**src/rtl/alu_ctrl_seq.sv**
```systemverilog
// -----------------------------------------------------------------------------
// alu_ctrl_seq
//   Sequential issue/control unit for a combinational 32-bit ALU.
//   A request (ALUOp class, funct, operands) is accepted on an in_valid/in_ready
//   handshake. Its operands and decoded 4-bit select are held in registers and
//   shown to the ALU for one cycle (EXEC). The ALU result and zero flag are
//   captured and returned on an out_valid/out_ready handshake (DONE).
//
// Ports
//   clk, rst_n            clock, synchronous active-low reset
//   in_valid / in_ready   request handshake
//   alu_op[1:0]           00 add, 01 sub, 10 R-type by funct, 11 sub (bne)
//   funct[5:0]            R-type function field (alu_op=10 only)
//   a, b[31:0]            operands
//   alu_op1, alu_op2      registered operands to the ALU
//   alu_sel[3:0]          registered ALU select (AND/OR/ADD/SUB/NOR)
//   alu_res, alu_zf       ALU result and zero flag
//   out_valid / out_ready result handshake
//   result, zero, err     captured result, zero/branch flag, illegal funct
//
// Configuration
//   ALU_CTRL_SLT_EN  when defined, funct 101010 runs set-on-less-than via a
//                    subtract pass; otherwise it is decoded as illegal.
// -----------------------------------------------------------------------------
module alu_ctrl_seq (
    input  logic        clk,
    input  logic        rst_n,
    input  logic        in_valid,
    output logic        in_ready,
    input  logic [1:0]  alu_op,
    input  logic [5:0]  funct,
    input  logic [31:0] a,
    input  logic [31:0] b,
    output logic [31:0] alu_op1,
    output logic [31:0] alu_op2,
    output logic [3:0]  alu_sel,
    input  logic [31:0] alu_res,
    input  logic        alu_zf,
    output logic        out_valid,
    input  logic        out_ready,
    output logic [31:0] result,
    output logic        zero,
    output logic        err
);

    localparam logic [3:0] SEL_AND = 4'b0000;
    localparam logic [3:0] SEL_OR  = 4'b0001;
    localparam logic [3:0] SEL_ADD = 4'b0010;
    localparam logic [3:0] SEL_SUB = 4'b0110;
    localparam logic [3:0] SEL_NOR = 4'b1100;

    typedef enum logic [1:0] {IDLE, EXEC, DONE} state_t;

    state_t      state_q;
    logic [31:0] alu_op1_q, alu_op2_q, result_q;
    logic [3:0]  alu_sel_q;
    logic        zero_q, err_q, out_valid_q;
    logic        inv_q;   // request was alu_op=11: branch flag is inverted
    logic        ill_q;   // request carried an illegal funct

    // Decode of the incoming request.
    logic [3:0]  sel_d;
    logic        ill_d;
`ifdef ALU_CTRL_SLT_EN
    logic        slt_d, slt_q;
`endif

    always_comb begin
        sel_d = SEL_ADD;
        ill_d = 1'b0;
`ifdef ALU_CTRL_SLT_EN
        slt_d = 1'b0;
`endif
        case (alu_op)
            2'b00: sel_d = SEL_ADD;
            2'b01,
            2'b11: sel_d = SEL_SUB;
            default: begin
                case (funct)
                    6'b100000: sel_d = SEL_ADD;
                    6'b100010: sel_d = SEL_SUB;
                    6'b100100: sel_d = SEL_AND;
                    6'b100101: sel_d = SEL_OR;
                    6'b100111: sel_d = SEL_NOR;
`ifdef ALU_CTRL_SLT_EN
                    6'b101010: begin
                        sel_d = SEL_SUB;
                        slt_d = 1'b1;
                    end
`endif
                    default:   ill_d = 1'b1;  // select stays ADD
                endcase
            end
        endcase
    end

    // Values captured at the end of EXEC.
    logic [31:0] cap_res;
    logic        cap_zero, cap_err;
`ifdef ALU_CTRL_SLT_EN
    logic        ovf, lt;
`endif

    always_comb begin
        cap_res  = alu_res;
        cap_zero = inv_q ? ~alu_zf : alu_zf;
        cap_err  = 1'b0;
`ifdef ALU_CTRL_SLT_EN
        // Signed a<b from a-b: the sign bit is wrong exactly when the
        // subtract overflowed (operand signs differ, result sign != a's).
        ovf = (alu_op1_q[31] != alu_op2_q[31]) && (alu_res[31] != alu_op1_q[31]);
        lt  = alu_res[31] ^ ovf;
        if (slt_q) begin
            cap_res  = {31'b0, lt};
            cap_zero = ~lt;
        end
`endif
        if (ill_q) begin
            cap_res  = '0;
            cap_zero = 1'b0;
            cap_err  = 1'b1;
        end
    end

    always_ff @(posedge clk) begin
        if (!rst_n) begin
            state_q     <= IDLE;
            alu_op1_q   <= '0;
            alu_op2_q   <= '0;
            alu_sel_q   <= SEL_AND;
            result_q    <= '0;
            zero_q      <= 1'b0;
            err_q       <= 1'b0;
            out_valid_q <= 1'b0;
            inv_q       <= 1'b0;
            ill_q       <= 1'b0;
`ifdef ALU_CTRL_SLT_EN
            slt_q       <= 1'b0;
`endif
        end else begin
            case (state_q)
                IDLE: begin
                    if (in_valid) begin
                        alu_op1_q <= a;
                        alu_op2_q <= b;
                        alu_sel_q <= sel_d;
                        inv_q     <= (alu_op == 2'b11);
                        ill_q     <= ill_d;
`ifdef ALU_CTRL_SLT_EN
                        slt_q     <= slt_d;
`endif
                        state_q   <= EXEC;
                    end
                end
                EXEC: begin
                    result_q    <= cap_res;
                    zero_q      <= cap_zero;
                    err_q       <= cap_err;
                    out_valid_q <= 1'b1;
                    state_q     <= DONE;
                end
                DONE: begin
                    if (out_ready) begin
                        out_valid_q <= 1'b0;
                        state_q     <= IDLE;
                    end
                end
                default: state_q <= IDLE;
            endcase
        end
    end

    // Gated by rst_n so no request is advertised while reset is held.
    assign in_ready  = rst_n && (state_q == IDLE);
    assign alu_op1   = alu_op1_q;
    assign alu_op2   = alu_op2_q;
    assign alu_sel   = alu_sel_q;
    assign out_valid = out_valid_q;
    assign result    = result_q;
    assign zero      = zero_q;
    assign err       = err_q;

endmodule

```
**config.mk**
```make
export PLATFORM = sky130hd
export DESIGN_NAME = alu_ctrl_seq
export DESIGN_NICKNAME = d
export VERILOG_FILES = /design/src/rtl/alu_ctrl_seq.sv
export SDC_FILE = /design/constraint.sdc
export NUM_CORES = 1
export LEC_CHECK = 0
export ABC_CLOCK_PERIOD_IN_PS = 1300
export CAP_MARGIN = 0
export CORE_MARGIN = 3
export CORE_UTILIZATION = 36
export DETAILED_ROUTE_END_ITERATION = 12
export HOLD_SLACK_MARGIN = 0.06
export MAX_ROUTING_LAYER = met4
export PLACE_DENSITY = 0.81
export SYNTH_ARGS = -nofsm -noshare
export SYNTH_HDL_FRONTEND = slang
export SYNTH_SLANG_ARGS = --single-unit
```
**constraint.sdc**
```tcl
create_clock -name clk -period 1.3 [get_ports clk]
set_input_delay 0.325 -clock clk [delete_from_list [all_inputs] [get_ports clk]]
set_output_delay 0.325 -clock clk [all_outputs]
set_load 0.02 [all_outputs]
```
==> results.txt, run 1 <==
From the run reports.

- The TritonCTS clock tree is done.
- The checks that failed: negative setup slack.
- The synthesized netlist devotes 0.422% of its cell area to XOR and XNOR gates.
- The row count reads 38.
- The proportion of total power due to net switching reads 26.4%.
- The internal power component is 0.00572 W.
- The report lists the cells along the critical path as or3b_4 > and3_4 > a31o_1.
- Counting pins that exceed their max-slew limit in the final report gives 0.
- The transition time at the pin with the least slew margin reads between 0.6 and 0.7 ns.
- The final weighted congestion in routability-driven placement reads roughly 0.8.
- The number of inverters outside the clock class in the layout reads 2.
- The overall chip area reads about 13,000 sq um.
- The synthesized instance count is roughly 480.
- Per the synthesis report, the single largest cell type by area occupies around half of cell area.
- The instance count after placement with tap cells included reads ~800.
- In the final timing run, aggregate negative setup slack is -0.985 ns.
- The flow ran to the end, but the final reports show violations.
- The share of total power dissipated in combinational logic is approximately 22%.
- The overall fraction of global-route tracks in use reads approximately 20%.
- The area recorded from the Yosys report for this design is just over 4000 sq um.
- The post-route worst setup slack reads -0.0616 ns.
- The via count of the first global-routing pass is 4,228.
- In this run the clock root is driven by a clkbuf_16.
- The number of nets in the synthesized netlist is 587.
- The tally of filler cells in the layout is just over 900.
- The total of endpoints with negative setup slack in the final report reads 56.
- The number of cells on the worst hold path is 2.
- During tapcell insertion the tool placed 140 well taps.
- The critical path runs through a total of 3 cells.
- Setup repair after global routing could not meet its margin everywhere.
- The worst setup slack for register-to-register paths is -0.06 ns.
- The sequential fraction of design power is between 40% and 50%.
- The area fraction in mux cells is 0%.
- The worst reg-to-reg path cell count is 3.
- The async set-or-reset flop fraction in the synthesized netlist is 0%.
- The post-CTS clock slew at the launch and capture registers of the worst setup and hold paths is roughly 0.07 ns.
- At the worst endpoint, the required time is approximately 1.5 ns.
- The total power divided by cell area is between 1000 and 1500 nW/um^2.
- The flop share of the area is a little over 30%.
- The number of DRC violations after detailed-routing iteration 0 is about 320.
- The maximum number of pins on one net before global-route repair is ~110.
- The total of warnings raised by yosys reads 0.
- By area, the class that comes first in the final layout consists of non-clock buffers.
- The aggregate global routing overflow reads 0.
- Looking at the critical path, the single cell with the biggest stage delay is or3b_4.
- Nets still carrying antenna violations after routing amount to 0.
- The iteration count recorded for the first detailed-route pass is 4.
- The worst setup path category is flip-flop to flip-flop.
- After synthesis the netlist holds a flip-flop and latch count of approximately 110.
- Per the timing report, the achievable frequency comes out to approximately 0.73 GHz.
- The floorplan die width is ~110 um.
- The post-route standard cell area excluding fillers is between 7000 and 8000 sq um.
- The pre-placement core utilization reads 37.5%.
- The final cell count without fillers reads 843.
- In the synthesized netlist the dominant register cell turns out to be dfxtp_1.
- Summed over all nets, the switching power comes to 0.00205 W.
- The per-instance average area after synthesis reads just under 9 sq um.
- Note, the detailed placer reported a final HPWL of 9.28 mm.
- The relative slew slack is around three fifths.
- The top cell family by delay on the critical path is simple AND/OR/NAND/NOR gates.
- The first-pass GRT wire length is between 20 and 25 mm.
- Per the TritonCTS log, the buffer count is 9.
- The count of antenna diodes in the layout reads 0.
- The final critical-path required period is between 1 and 1.5 ns.
- The net count of the finished layout reads around 810.
- The number of buffers inserted by port buffering is 212.
- Total power for the finished layout comes to 0.00777 W.
- The power consumed by sequential cells is 0.00358 W.
- The leading area contributor after synthesis is dfxtp_1.
## run 1: metal layers
layer,wire length [um],share of wire [%],up-vias,track usage (%)
met5,0,0,-,-
li1,-,-,2020,-
met1,5420,39,1941,22.7
met3,947,6.9,29,3.71
met4,371,2.7,0,7.93
met2,6990,51,170,36.3
## run 1: final timing paths
path | startpoint | to
setup reg to reg | state_q[1] | ill_q
hold / removal | alu_op1[16] | alu_op1[16]
hold reg to reg | alu_op1[16] | alu_op1[16]
setup / recovery | state_q[1] | ill_q
## run 1: flip-flops by register name, indices dropped and copies added, names as in the netlist
| register | count |
|---|---|
| err | 1 |
| alu_sel | 4 |
| alu_op1 | 32 |
| alu_op2 | 32 |
| out_valid | 1 |
| zero | 1 |
| inv_q | 1 |
| result | 32 |
| state_q | 2 |
| ill_q | 1 |
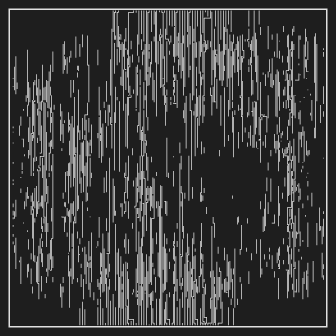
Figure 1: run 1, M2 wires.
nets with wire on the layer: 701
wire length on this layer: 6,990 um

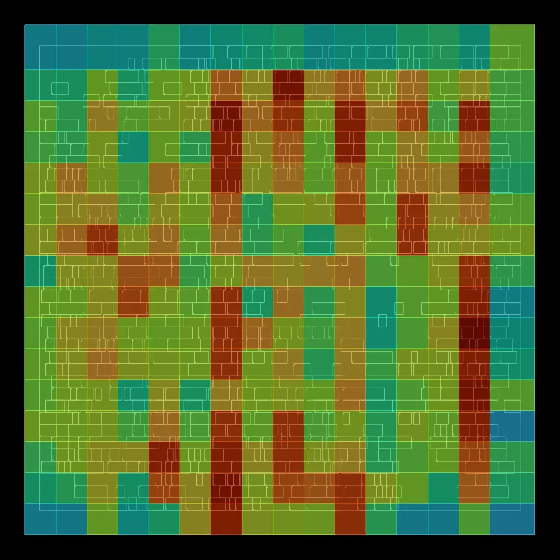
Figure 2: run 1, track usage over the die.
global routing met2 resource utilization: 36.3%
average routed wire per standard cell: 16.3 um
final design utilization: 64.1%
busiest grt layer: met2

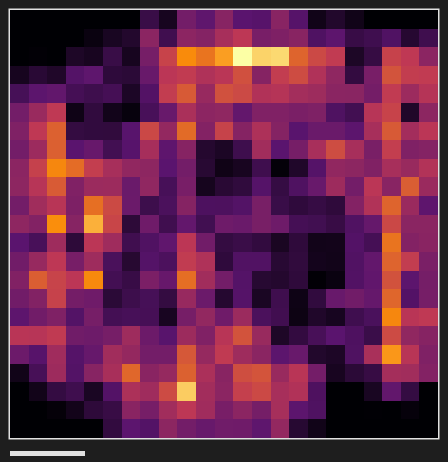
Figure 3: run 1, wiring heat map.
The bar under the picture is 20 um long. 23 x 23 tiles, from black (low) to pale yellow (high), scaled to the fullest tile. Values are wire area over tile area, all layers added.
nearly empty tiles: 8.3%
mean over tiles: 0.17
tiles over half the peak: 14%

Figure 4. Cell density map (run 1).
The bar under the picture is 20 um long. 11 x 11 tiles, from black (low) to pale yellow (high), 0 to 100% covered.
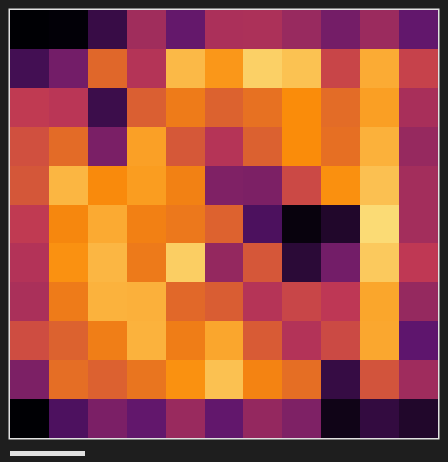

==> run 2: changes to the inputs <==
--- a/config.mk
+++ b/config.mk
@@ -7,12 +7,14 @@
 export LEC_CHECK = 0
 export ABC_CLOCK_PERIOD_IN_PS = 1300
 export CAP_MARGIN = 0
+export CELL_PAD_IN_SITES_DETAIL_PLACEMENT = 1
+export CELL_PAD_IN_SITES_GLOBAL_PLACEMENT = 1
 export CORE_MARGIN = 3
-export CORE_UTILIZATION = 36
+export CORE_UTILIZATION = 25
 export DETAILED_ROUTE_END_ITERATION = 12
 export HOLD_SLACK_MARGIN = 0.06
 export MAX_ROUTING_LAYER = met4
-export PLACE_DENSITY = 0.81
+export PLACE_DENSITY = 0.8
 export SYNTH_ARGS = -nofsm -noshare
 export SYNTH_HDL_FRONTEND = slang
 export SYNTH_SLANG_ARGS = --single-unit
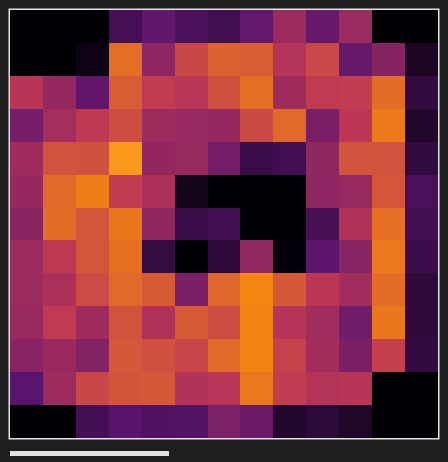
Figure 5: run 2, cell density map.
The bar under the picture is 50 um long. 13 x 13 tiles, from black (low) to pale yellow (high), 0 to 100% covered.
fullest tile: 78%
nearly empty tiles: 12%
emptiest ninth of the die: centre
tiles over 75% full: 0.60%
densest ninth of the die: west

==> results.txt, run 2 <==
From the run reports.

- The total iterations of the first detailed-routing run reads 4 (unchanged).
- The maximum clock frequency reads 0.706 GHz (was 0.734 GHz).
- The leakage power is 3.09 nW (was 2.79 nW).
- The per-instance average area after synthesis is 8.69 sq um (unchanged).
- The netlist area before placement is 4160 sq um (unchanged).
- The tally of filler cells in the layout came to 1,860 (was 925).
- The top power consumer group is registers (unchanged).
- The reported clock group power reads 0.00297 W (was 0.00246 W).
- The post-placement worst setup slack is -0.594 ns (was -0.639 ns).
- The number of buffers created by CTS is 9 (unchanged).
- The overall fraction of global-route tracks in use is 17.8% (was 20.4%).
- The met2 layer wire length in the routed design came to 8.88 mm (was 6.99 mm).
- The number of buffers outside the clock class in the layout reads 258 (was 248).
- The met3 layer wire length in the routed design reads 1.06 mm (was 947 um).
- The first-pass GRT wire length reads 24.7 mm (was 20.6 mm).
- The total of endpoints with negative setup slack in the final report came to 73 (was 56).
- The sequential-to-total area share from yosys stat reads 51.6% (unchanged).
- The final critical-path required period is 1.42 ns (was 1.36 ns).
- The count of antenna diodes in the layout is 2 (was 0).
- The met1 routing resource usage after global routing is 19.9% (was 22.7%).
- The post-route worst setup slack reads -0.117 ns (was -0.0616 ns).
- The worst voltage drop across the vdd grid came to 0.671 mV (was 0.565 mV).
- The top fanout value on the critical path is 7 (was 8).
- Outcome: complete, but fails checks (unchanged).
- The endpoint arrival time on the critical path reads 1.66 ns (was 1.59 ns).
- The chip area estimate from yosys synthesis was 4160 sq um (unchanged).
- The count of state elements after synthesis reads 107 (unchanged).
- The area share of buffers outside the clock network reads 31.8% (was 35.5%).
- The number of remaining DRC errors reads 0 (unchanged).
- The post-route clock skew reads 0.00390 ns (was 0.00701 ns).
- The worst min-delay path category is flip-flop to flip-flop (unchanged).
- The core outline area is 16,100 sq um (was 11,100 sq um).
- The via count of the first global-routing pass reads 4,531 (was 4,228).
- The aggregate global routing overflow was 0 (unchanged).
- The internal power component reads 0.00613 W (was 0.00572 W).
- The placed cell area reads 6610 sq um (was 6520 sq um).
- The area overhead of the layout relative to synthesis reads 73.1% (was 70.9%).
- The number of cell instances after yosys synthesis came to 478 (unchanged).
- The proportion of total power due to net switching is 27.3% (was 26.4%).
- The worst reg-to-reg path cell count is 5 (was 3).
- The top cell type by instance count after synthesis is nand2_1 (unchanged).
- The number of DRC violations after detailed-routing iteration 0 reads 115 (was 323).
- The fraction of area in multi-input gates was 29.9% (was 28.0%).
- The dominant combinational cell family by area after synthesis reads simple AND/OR/NAND/NOR gates (unchanged).
- The top flip-flop cell by instance count after synthesis is dfxtp_1 (unchanged).
- The required time at the worst-slack endpoint reads 1.54 ns (was 1.52 ns).
- The final max-slew violation count reads 0 (unchanged).
- The CTS H-tree depth is 3 (unchanged).
- Synth cell count leaders: nand2_1 (166), dfxtp_1 (107), a21boi_0 (99), nand3b_1 (32), clkbuf_1 (22) (unchanged).
- The worst setup path category is flip-flop to flip-flop (unchanged).
- The power consumed by sequential cells is 0.00359 W (was 0.00358 W).
- The final weighted congestion in routability-driven placement is 0.749 (was 0.803).
- The number of antenna-violating nets in the routed design is 0 (unchanged).
- The type of element capturing the critical path is a flip-flop (unchanged).
- The ratio of routed vias to standard cells was 4.60 (was 4.93).
- The pre-placement core utilization came to 25.9% (was 37.5%).
- The number of cells on the worst hold path reads 2 (unchanged).
- The startpoint type of the worst setup path is a flip-flop (unchanged).
- The number of nets in the synthesized netlist reads 587 (unchanged).
- The post-route standard cell area excluding fillers was 7190 sq um (was 7100 sq um).
- The endpoint of the worst-slack reg-to-reg timing path reads alu_op1[7] (was ill_q).
- The tally of max-capacitance violations came to 0 (unchanged).
- The XOR/XNOR share of the synthesized area reads 0.422% (unchanged).
- The most common logic cell in the routed design is nand2_1 (unchanged).
- The final cycle utilization of the critical path reads 109% (was 105%).
- The async set-or-reset flop fraction in the synthesized netlist is 0% (unchanged).
- The timing startpoint of the critical path is state_q[0] (was state_q[1]).
- The number of vias after detailed routing came to 4,280 (was 4,160).
- The instance count after placement with tap cells included reads 891 (was 814).
- Violations in the final reports: negative setup slack (unchanged).
- The routed metal-1 wire length is 7.35 mm (was 5.42 mm).
- The count of flip-flops with a built-in enable after synthesis reads 0 (unchanged).
- The sequential fraction of design power came to 42.5% (was 46.1%).
- The clock sink total is 107 (unchanged).
- The overall chip area was 18,200 sq um (was 12,900 sq um).
- The distinct cell type count after synthesis reads 29 (unchanged).
- The number of inverters outside the clock class in the layout is 2 (unchanged).
- The area share of the largest cell type after synthesis is 51.6% (unchanged).
- The relative slew slack is 66.9% (was 58.1%).
- The combinational power came to 0.00188 W (was 0.00173 W).
- The number of placed I/O pins is 213 (unchanged).
- The number of multi-input combinational cells in the layout is 331 (unchanged).
- The TritonCTS clock tree is done (unchanged).
- Leading cell types in the layout, fill and taps excluded: nand2_1 (124), dfxtp_1 (104), clkdlybuf4s50_1 (103), buf_2 (103), a21boi_1 (69) (was nand2_1 (147), dfxtp_1 (105), clkdlybuf4s50_1 (103), a21boi_1 (80), clkdlybuf4s15_2 (63)).
- The combinational gate area reads 2150 sq um (was 1990 sq um).
- The clock-cell share of area is 4.40% (was 3.68%).
- The layout sequential cell count reads 107 (unchanged).
- The biggest cell category by area in the final layout was non-clock buffers (unchanged).
- The final cell count without fillers came to 931 (was 843).
- The combinational cell fraction of total power was 22.3% (about the same).
- The final count of hold timing violations reads 0 (unchanged).
- The area fraction in and, or, nand and nor cells after synthesis was 23.8% (unchanged).
- The post-CTS clock slew at the launch and capture registers of the worst setup and hold paths came to 0.07 ns (about the same).
- Main area contributors: dfxtp_1 (52%), a21boi_0 (18%), nand2_1 (15%) (unchanged).
- The tap cell count reads 216 (was 140).
- The fraction of met2 tracks used by global routing is 30.7% (was 36.3%).
- The flop share of the area reads 29.9% (was 30.3%).
- The area fraction in mux cells is 0% (unchanged).
- The complex-gate fraction of the synthesized area reads 20.0% (unchanged).
- The leading area contributor after synthesis was dfxtp_1 (unchanged).
- The maximum number of pins on one net before global-route repair reads 76 (was 108).
- The OpenROAD warning count reads 29 (was 31).
- The initial antenna violation count is 2 (was 0).
- The most used routing layer is met2 (unchanged).
- The synthesized instance count reads 478 (unchanged).
- The row count is 46 (was 38).
- The total power divided by cell area reads 1170 nW/um^2 (was 1090 nW/um^2).
- The highest metal layer with signal wires is met4 (unchanged).
- The share of cells above drive strength 1 is 33.2% (was 27.5%).
- The flip-flop and latch area reads 2150 sq um (about the same).
- The destination of the critical timing path is alu_op1[7] (was ill_q).
- The total of warnings raised by yosys reads 0 (unchanged).
- The floorplan die width is 135 um (was 113 um).
- The power share of the clock group came to 35.2% (was 31.6%).
- The startpoint of the most critical register-to-register path reads state_q[0] (was state_q[1]).
- The worst setup slack for register-to-register paths is -0.12 ns (was -0.06 ns).
- The global-route track usage on met3 reads 4.99% (was 3.71%).
- The end of the worst hold path is result[18] (was alu_op1[16]).
- The insertion delay to the later sink of the worst-skew pair is 0.35 ns (was 0.33 ns).
- The final routed wirelength across all metal layers is 17.6 mm (was 13.7 mm).
- RSZ-0062 raised after global routing: true (unchanged).
- The start point of the worst min-delay path is result[18] (was alu_op1[16]).
- The average wire per cell in the routed design is 18.9 um (was 16.3 um).
- The buffer levels on the longest clock path is 2 (unchanged).
- The adder and majority gate portion of the synthesized area is 0% (unchanged).
- The detailed placer's ending HPWL is 11.1 mm (was 9.28 mm).
- The post-route total power is 0.00843 W (was 0.00777 W).
- The tally of clock buffers in the finished layout is 10 (was 12).
- The smallest hold slack is 0.450 ns (was 0.454 ns).
- The die outline height is 135 um (was 113 um).
- The net count of the finished layout is 818 (was 808).
- The root cell of the clock tree was clkbuf_16 (unchanged).
- The transition time at the pin with the least slew margin is 0.497 ns (was 0.628 ns).
- The number of buffers inserted by port buffering reads 212 (unchanged).
- The switching power summed over all nets is 0.00230 W (was 0.00205 W).
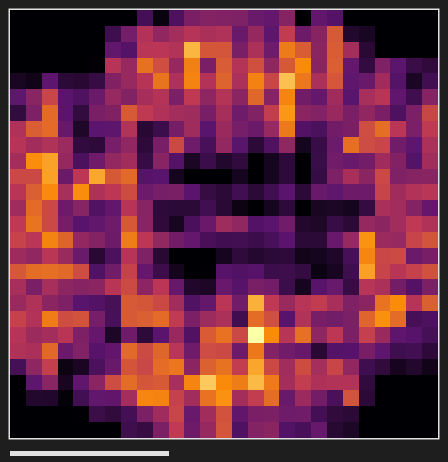
Figure 6: run 2, wiring heat map.
The bar under the picture is 50 um long. 27 x 27 tiles, from black (low) to pale yellow (high), scaled to the fullest tile. Values are wire area over tile area, all layers added.
nearly empty tiles: 12%
tiles over half the peak: 22%
mean over tiles: 0.15
emptiest ninth of the die: centre

==> run 2: cell counts after synthesis <==
Identical to the previous run, type by type.
==> run 2: stage by stage <==
step / util (%) / TNS (ns)
after floorplan: - / -0.865
after global placement: 41.1 / -37.42
after detailed placement: 41.1 / -41.47
after CTS: 43.6 / -5.55
after global routing: 44.8 / -8.70
final: 44.8 / -4.56
==> run 2: worst max-delay path, cell delays in order, from the launching register on <==
cell and delay, ns:
dfxtp_4 0.37, or3b_4 0.48, buf_12 0.17, clkbuf_16 0.16
nand2_1 0.06, a21boi_1 0.06
==> run 2: timing repair <==
item                       4_1_cts  5_1_grt
cloned                           4       12
setup buffers                    6        4
hold buffers                     0        0
setup endpoints to repair      200      164
gates resized                  380      241
pin swaps                        2       64
Figure 7. M2 wires (run 2).
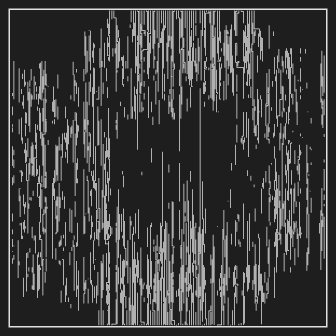

==> run 3: changes to the inputs <==
--- a/config.mk
+++ b/config.mk
@@ -11,6 +11,7 @@
 export CELL_PAD_IN_SITES_GLOBAL_PLACEMENT = 1
 export CORE_MARGIN = 3
 export CORE_UTILIZATION = 25
+export CTS_BUF_LIST = sky130_fd_sc_hd__clkbuf_16
 export DETAILED_ROUTE_END_ITERATION = 12
 export HOLD_SLACK_MARGIN = 0.06
 export MAX_ROUTING_LAYER = met4
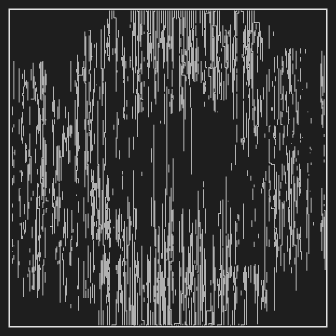
Figure 8: run 3, M2 wires.
main direction: vertical
longest straight run: 46.2 um
share of all routed wire: 51%
wire length on this layer: 8,990 um
nets with wire on the layer: 729

==> results.txt, run 3 <==
From the run reports.

- The worst voltage drop across the vdd grid reads 0.670 mV (was 0.671 mV).
- The final weighted congestion in routability-driven placement reads 0.749 (unchanged).
- The area share of the largest cell type after synthesis reads 51.6% (unchanged).
- The chip area estimate from yosys synthesis is 4160 sq um (unchanged).
- The count of flip-flops with a built-in enable after synthesis reads 0 (unchanged).
- The final design utilization is 44.9% (was 44.8%).
- Synth cell count leaders: nand2_1 (166), dfxtp_1 (107), a21boi_0 (99), nand3b_1 (32), clkbuf_1 (22) (unchanged).
- The ratio of routed vias to standard cells reads 4.58 (was 4.60).
- The number of buffers inserted by port buffering came to 212 (unchanged).
- The floorplan die width reads 135 um (unchanged).
- The average wire per cell in the routed design reads 18.8 um (was 18.9 um).
- The count of antenna diodes in the layout is 0 (was 2).
- The area fraction in and, or, nand and nor cells after synthesis is 23.8% (unchanged).
- The worst min-delay path category reads flip-flop to flip-flop (unchanged).
- The sequential fraction of design power was 42.6% (was 42.5%).
- The end of the worst hold path was result[18] (unchanged).
- The top fanout value on the critical path reads 6 (was 7).
- The die outline height came to 135 um (unchanged).
- The post-CTS clock slew at the launch and capture registers of the worst setup and hold paths reads 0.07 ns (about the same).
- The required time at the worst-slack endpoint is 1.58 ns (was 1.54 ns).
- The proportion of total power due to net switching reads 27.4% (was 27.3%).
- The top cell type by instance count after synthesis is nand2_1 (unchanged).
- The transition time at the pin with the least slew margin reads 0.439 ns (was 0.497 ns).
- The start point of the worst min-delay path is result[18] (unchanged).
- The root cell of the clock tree was clkbuf_16 (unchanged).
- The post-route clock skew is 0.00492 ns (was 0.00390 ns).
- The power share of the clock group is 34.8% (was 35.2%).
- The via count of the first global-routing pass reads 4,504 (was 4,531).
- Leading cell types in the layout, fill and taps excluded: nand2_1 (131), clkdlybuf4s50_1 (106), dfxtp_1 (105), buf_2 (103), a21boi_1 (59) (was nand2_1 (124), dfxtp_1 (104), clkdlybuf4s50_1 (103), buf_2 (103), a21boi_1 (69)).
- The most used routing layer reads met2 (unchanged).
- The dominant combinational cell family by area after synthesis reads simple AND/OR/NAND/NOR gates (unchanged).
- The area overhead of the layout relative to synthesis was 73.4% (was 73.1%).
- The tally of filler cells in the layout was 1,846 (was 1,860).
- The number of nets in the synthesized netlist reads 587 (unchanged).
- The overall chip area is 18,200 sq um (unchanged).
- The count of cells resized by post-cts repair is 412 (was 380).
- The instance count after placement with tap cells included is 891 (unchanged).
- The power consumed by sequential cells is 0.00358 W (was 0.00359 W).
- The worst setup path category is flip-flop to flip-flop (unchanged).
- The startpoint of the most critical register-to-register path reads state_q[1] (was state_q[0]).
- The top flip-flop cell by instance count after synthesis reads dfxtp_1 (unchanged).
- The row count is 46 (unchanged).
- The distinct cell type count after synthesis reads 29 (unchanged).
- The endpoint of the worst-slack reg-to-reg timing path is alu_op1[31] (was alu_op1[7]).
- The highest metal layer with signal wires reads met4 (unchanged).
- The core outline area is 16,100 sq um (unchanged).
- The aggregate global routing overflow is 0 (unchanged).
- The post-route worst setup slack is -0.140 ns (was -0.117 ns).
- The post-placement worst setup slack reads -0.594 ns (unchanged).
- The most common logic cell in the routed design reads nand2_1 (unchanged).
- The XOR/XNOR share of the synthesized area reads 0.422% (unchanged).
- The per-instance average area after synthesis is 8.69 sq um (unchanged).
- The placed cell area reads 6610 sq um (unchanged).
- The leading area contributor after synthesis reads dfxtp_1 (unchanged).
- The internal power component is 0.00609 W (was 0.00613 W).
- The insertion delay to the later sink of the worst-skew pair reads 0.34 ns (was 0.35 ns).
- The final cycle utilization of the critical path reads 111% (was 109%).
- The met3 layer wire length in the routed design reads 1.03 mm (was 1.06 mm).
- The number of buffers inserted to repair setup after CTS reads 6 (unchanged).
- The first-pass GRT wire length is 24.5 mm (was 24.7 mm).
- The total of warnings raised by yosys was 0 (unchanged).
- The top cell family by delay on the critical path is buffers and inverters (was simple AND/OR/NAND/NOR gates).
- The met2 layer wire length in the routed design is 8.99 mm (was 8.88 mm).
- The clock sink total reads 107 (unchanged).
- The final cell count without fillers came to 929 (was 931).
- The number of DRC violations after detailed-routing iteration 0 reads 130 (was 115).
- The fraction of met2 tracks used by global routing came to 30.6% (was 30.7%).
- The worst setup slack for register-to-register paths is -0.14 ns (was -0.12 ns).
- The TritonCTS clock tree is done (unchanged).
- The adder and majority gate portion of the synthesized area is 0% (unchanged).
- The global-route track usage on met3 reads 4.99% (unchanged).
- The relative slew slack reads 70.8% (was 66.9%).
- The overall fraction of global-route tracks in use is 17.6% (was 17.8%).
- The summed negative setup slack over all endpoints came to -4.05 ns (was -4.56 ns).
- Outcome: complete, but fails checks (unchanged).
- The complex-gate fraction of the synthesized area is 20.0% (unchanged).
- The leakage power reads 3.06 nW (was 3.09 nW).
- The routed metal-1 wire length reads 7.18 mm (was 7.35 mm).
- The maximum single-stage delay on the critical path is 0.36 ns (was 0.48 ns).
- The smallest hold slack was 0.451 ns (was 0.450 ns).
- The post-route total power reads 0.00839 W (was 0.00843 W).
- The type of element capturing the critical path is a flip-flop (unchanged).
- The reported clock group power came to 0.00292 W (was 0.00297 W).
- The buffer levels on the longest clock path reads 2 (unchanged).
- The synthesized instance count reads 478 (unchanged).
- The area fraction in mux cells reads 0% (unchanged).
- The switching power summed over all nets reads 0.00230 W (about the same).
- Crit-path cells: buf_6 > nor3b_4 > buf_6 > buf_12 > buf_16 > nand2_1 > a21boi_1 (was or3b_4 > buf_12 > clkbuf_16 > nand2_1 > a21boi_1).
- The tally of max-capacitance violations reads 0 (unchanged).
- Main area contributors: dfxtp_1 (52%), a21boi_0 (18%), nand2_1 (15%) (unchanged).
- The netlist area before placement is 4160 sq um (unchanged).
- The combinational power is 0.00189 W (was 0.00188 W).
- The met1 routing resource usage after global routing is 19.6% (was 19.9%).
- The number of placed I/O pins is 213 (unchanged).
- The worst path buffer plus inverter count reads 4 (was 2).
- RSZ-0062 raised after global routing: true (unchanged).
- The number of cell instances after yosys synthesis is 478 (unchanged).
- The final max-slew violation count reads 0 (unchanged).
- The total of endpoints with negative setup slack in the final report is 78 (was 73).
- The CTS H-tree depth is 3 (unchanged).
- The maximum number of pins on one net before global-route repair is 76 (unchanged).
- The initial antenna violation count reads 0 (was 2).
- The destination of the critical timing path is alu_op1[31] (was alu_op1[7]).
- The number of antenna-violating nets in the routed design reads 0 (unchanged).
- The total iterations of the first detailed-routing run is 4 (unchanged).
- The maximum clock frequency reads 0.694 GHz (was 0.706 GHz).
- The async set-or-reset flop fraction in the synthesized netlist reads 0% (unchanged).
- The pre-placement core utilization came to 25.9% (unchanged).
- The cell with the most instances on the worst path reads buf_6.
- The final count of hold timing violations reads 0 (unchanged).
- The number of buffers created by CTS reads 9 (unchanged).
- The combinational cell fraction of total power reads 22.6% (was 22.3%).
- The top power consumer group reads registers (unchanged).
- The share of cells above drive strength 1 was 32.3% (was 33.2%).
- The critical path's slowest cell was dfxtp_4 (was or3b_4).
- The detailed placer's ending HPWL was 11.1 mm (unchanged).
- The endpoint arrival time on the critical path was 1.72 ns (was 1.66 ns).
- The worst reg-to-reg path cell count came to 7 (was 5).
- The count of state elements after synthesis is 107 (unchanged).
- Violations in the final reports: negative setup slack (unchanged).
- The final critical-path required period came to 1.44 ns (was 1.42 ns).
- The startpoint type of the worst setup path reads a flip-flop (unchanged).
- The net count of the finished layout reads 818 (unchanged).
- The number of remaining DRC errors reads 0 (unchanged).
- The total of hold buffers inserted after clock tree synthesis was 0 (unchanged).
- The depth of the critical timing path with buffers and inverters included is 7 (was 5).
- The sequential-to-total area share from yosys stat is 51.6% (unchanged).
- The OpenROAD warning count reads 29 (unchanged).
- The timing startpoint of the critical path is state_q[1] (was state_q[0]).
- The total power divided by cell area is 1160 nW/um^2 (was 1170 nW/um^2).
- The post-route standard cell area excluding fillers reads 7200 sq um (was 7190 sq um).
- The number of cells on the worst hold path is 2 (unchanged).
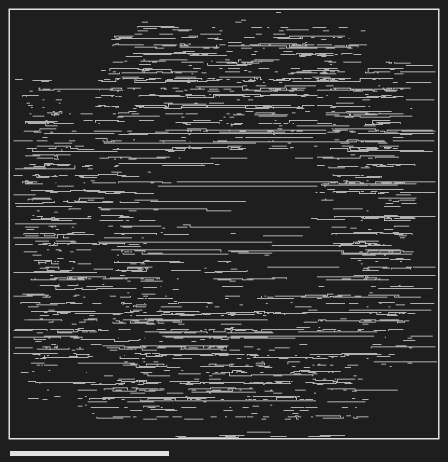
Figure 9: run 3, metal 1.
The bar under the picture is 50 um long.
share of all routed wire: 41%
longest straight run: 62.1 um
routed vias: 4,256
final wirelength: 17.5 mm

-- run 3: cell count changes in the layout (fill, tap and decap cells not counted), moves of 2 or more --
cell,previous run,this run
nand2_2,25,18
diode_2,2,0
nand2_1,124,131
clkdlybuf4s50_1,103,106
dlymetal6s2s_1,3,0
buf_6,12,9
buf_16,3,5
a21boi_0,15,24
a21boi_1,69,59
-- run 3: final cells by class --
| type | instances | area [sq um] | share of cell area (%) |
|---|---|---|---|
| Clock buffer | 9 | 225 | 3.13 |
| Tap cell | 216 | 270 | 3.75 |
| Clock inverter | 6 | 81.3 | 1.13 |
| Timing Repair Buffer | 258 | 2320 | 32.2 |
| Inverter | 2 | 7.51 | 0.104 |
| Multi-Input combinational cell | 331 | 2150 | 29.8 |
| Sequential cell | 107 | 2150 | 29.8 |
Power is estimated from default activity; no workload was simulated.
